Figure 1. Routing congestion.
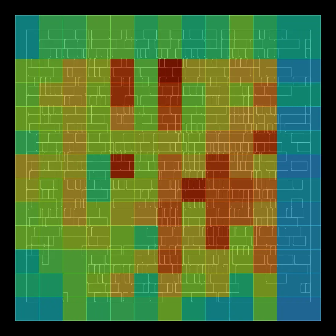
Figure 2. Local utilization.
Bar = 20 um. 9 x 9 tiles, from dark blue (low) to red (high), 0 to 100% covered.
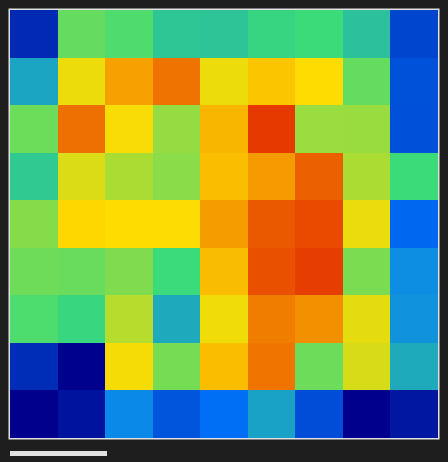
Figure 3. Routed metal per tile.
Bar = 20 um. 18 x 18 tiles, from dark blue (low) to red (high), scaled to the fullest tile. Values are wire area over tile area, all layers added.
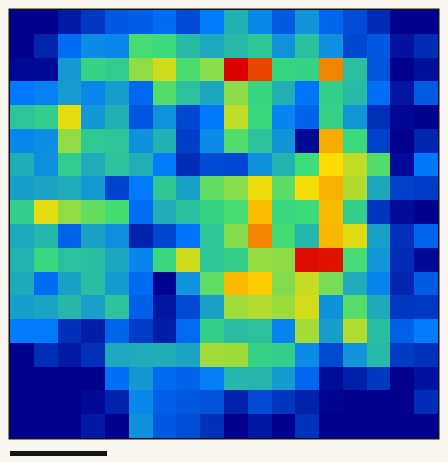
<file path="src/rtl/ray_dispatcher.sv">
// Frame ray dispatcher: launches one ray per screen column, collects hit cells, strobes per-column results.
// Optional result buffer enabled by defining RAY_DISPATCHER_RESULT_BUFFER_EN.
module ray_dispatcher #(
    parameter int NUM_COLUMNS = 64,
    parameter int STEP_SHIFT  = 1
) (
    input  logic        clock,
    input  logic        reset,
    input  logic        frame_start,
    input  logic [13:0] player_x,
    input  logic [12:0] player_y,
    input  logic [7:0]  player_angle,
    output logic        busy,
    output logic        frame_done,
    output logic        ray_start,
    output logic [13:0] ray_x,
    output logic [12:0] ray_y,
    output logic [7:0]  ray_angle,
    input  logic        ray_done,
    input  logic [5:0]  ray_result_x,
    input  logic [4:0]  ray_result_y,
    output logic        col_valid,
    output logic [6:0]  col_index,
    output logic [5:0]  col_grid_x,
    output logic [4:0]  col_grid_y,
    input  logic [6:0]  rd_col,
    output logic [10:0] rd_data
);
    typedef enum logic [2:0] {IDLE, LAUNCH, WAIT_DONE, EMIT, FINISH} state_t;

    localparam logic [7:0] HALF_SPAN = 8'((NUM_COLUMNS >> (STEP_SHIFT + 1)) % 256);
    localparam logic [6:0] LAST_COL  = 7'(NUM_COLUMNS - 1);

    state_t     state;
    state_t     state_next;
    logic [6:0] col;
    logic [6:0] col_next;
    logic [7:0] angle_base;
    logic [7:0] angle_step_next;

    assign col_next        = col + 7'd1;
    assign angle_step_next = 8'({1'b0, col_next} >> STEP_SHIFT);
    assign col_index       = col;

    always_ff @(posedge clock) begin
        if (reset) begin
            state <= IDLE;
        end else begin
            state <= state_next;
        end
    end

    // A launch is held off while ray_done is still high so the raytracer always sees a quiet cycle.
    always_comb begin
        state_next = state;
        ray_start  = 1'b0;
        busy       = (state != IDLE);
        col_valid  = (state == EMIT);
        frame_done = (state == FINISH);
        case (state)
            IDLE:      if (frame_start) state_next = LAUNCH;
            LAUNCH: begin
                if (!ray_done) begin
                    ray_start  = 1'b1;
                    state_next = WAIT_DONE;
                end
            end
            WAIT_DONE: if (ray_done) state_next = EMIT;
            EMIT:      state_next = (col == LAST_COL) ? FINISH : LAUNCH;
            FINISH:    state_next = IDLE;
            default:   state_next = IDLE;
        endcase
    end

    // ray_angle is registered so it reads 0 after reset and only moves between columns.
    always_ff @(posedge clock) begin
        if (reset) begin
            col        <= '0;
            angle_base <= '0;
            ray_x      <= '0;
            ray_y      <= '0;
            ray_angle  <= '0;
            col_grid_x <= '0;
            col_grid_y <= '0;
        end else begin
            case (state)
                IDLE: begin
                    if (frame_start) begin
                        ray_x      <= player_x;
                        ray_y      <= player_y;
                        angle_base <= player_angle - HALF_SPAN;
                        ray_angle  <= player_angle - HALF_SPAN;
                        col        <= '0;
                    end
                end
                WAIT_DONE: begin
                    if (ray_done) begin
                        col_grid_x <= ray_result_x;
                        col_grid_y <= ray_result_y;
                    end
                end
                EMIT: begin
                    if (col != LAST_COL) begin
                        col       <= col_next;
                        ray_angle <= angle_base + angle_step_next;
                    end
                end
                default: ;
            endcase
        end
    end

`ifdef RAY_DISPATCHER_RESULT_BUFFER_EN
    logic [10:0] result_mem [128];

    always_ff @(posedge clock) begin
        if (col_valid) begin
            result_mem[col_index] <= {col_grid_x, col_grid_y};
        end
    end

    always_ff @(posedge clock) begin
        if (reset) begin
            rd_data <= '0;
        end else begin
            rd_data <= result_mem[rd_col];
        end
    end
`else
    logic unused_rd_col;
    assign unused_rd_col = ^rd_col;
    assign rd_data       = '0;
`endif

endmodule

</file>
<file path="config.mk">
export PLATFORM = sky130hd
export DESIGN_NAME = ray_dispatcher
export DESIGN_NICKNAME = d
export VERILOG_FILES = /design/src/rtl/ray_dispatcher.sv
export SDC_FILE = /design/constraint.sdc
export NUM_CORES = 1
export LEC_CHECK = 0
export ABC_AREA = 1
export CORE_MARGIN = 3
export CORE_UTILIZATION = 44
export CTS_BUF_LIST = sky130_fd_sc_hd__clkbuf_2 sky130_fd_sc_hd__clkbuf_4 sky130_fd_sc_hd__clkbuf_8
export DETAILED_ROUTE_END_ITERATION = 6
export GPL_TIMING_DRIVEN = 1
export PLACE_DENSITY = 0.82
export RECOVER_POWER = 100
export SLEW_MARGIN = 30
export SYNTH_ARGS = -nofsm -noshare
export SYNTH_HDL_FRONTEND = slang
export SYNTH_SLANG_ARGS = --single-unit
</file>
<file path="constraint.sdc">
create_clock -name clock -period 1.96 [get_ports clock]
set_input_delay 0.392 -clock clock [delete_from_list [all_inputs] [get_ports clock]]
set_output_delay 0.392 -clock clock [all_outputs]
set_load 0.05 [all_outputs]
</file>
==> metrics.cfg <==
[timing]
finalHoldViolCount = 0
finalClockPeriodUsage_pct = 97.84
post-route-min-period_ns = 1.918
timing.final.ws_setup_ns = 0.04240

[clock_tree]
clkSinkCount = 64
cts_resized = 2
insertion_delay_ns = 0.35
clk_pin_slew_ns = 0.08

[floorplanning]
io_pins = 125
core_area_um2 = 6495
fp-utilization_pct = 46.18

[pwr]
p_seq_mw = 1.69
clock_net_power_mw = 1.18
internal_power_mw = 2.932
comb_power_share_pct = 44.1
p_sw_mw = 2.202
finalPower_mw = 5.135
cellPowerDensity_nw_per_um2 = 1154

[synthesis]
yosys_cells = 424
synthMuxAreaShare_pct = 0
common_cells = 148 x nand2_1, 64 x dfxtp_1, 61 x a21oi_1, 34 x inv_1, 30 x nand3_1
synthArstFlopShare_pct = 0
synth-seq-cells = 64

[global_route]
met1_usage_pct = 24.24

[cells_and_area]
finalNonFillerCells = 613
n_all_inverters = 37
comb_area_share_pct = 34.88
largest_register_ffs = 14

[route]
first_iter_violations = 222
dr.pass1.iters = 4
route.met2.wl_um = 3972
met1_length_um = 3292

[setup_path]
critPathKind = reg2out
cp_top_family = buffers and inverters
r2r_end = ray_angle[7]

[min_path]
hp-start = col_grid_y[0]
holdPathEnd = col_grid_y[0]

[place]
pre_cts_slack_ns = -0.004706
port_buffers = 106

[run_status]
status = complete, no violations

About Figure 1:
GRT Overall Usage: 20.32%
met3 Track Usage GR: 7.356%
WL/cell: 13.00 um
Layout Utilization: 68.48%

About Figure 2:
tiles over 75% full = 25%
emptiest ninth of the die = bottom left
mean over tiles = 56%

About Figure 3:
mean over tiles = 0.17
nearly empty tiles = 12%
fullest tile = 0.53
emptiest ninth of the die = bottom left
densest ninth of the die = middle
Post-Route WL: 7970 um
Vias: 3031

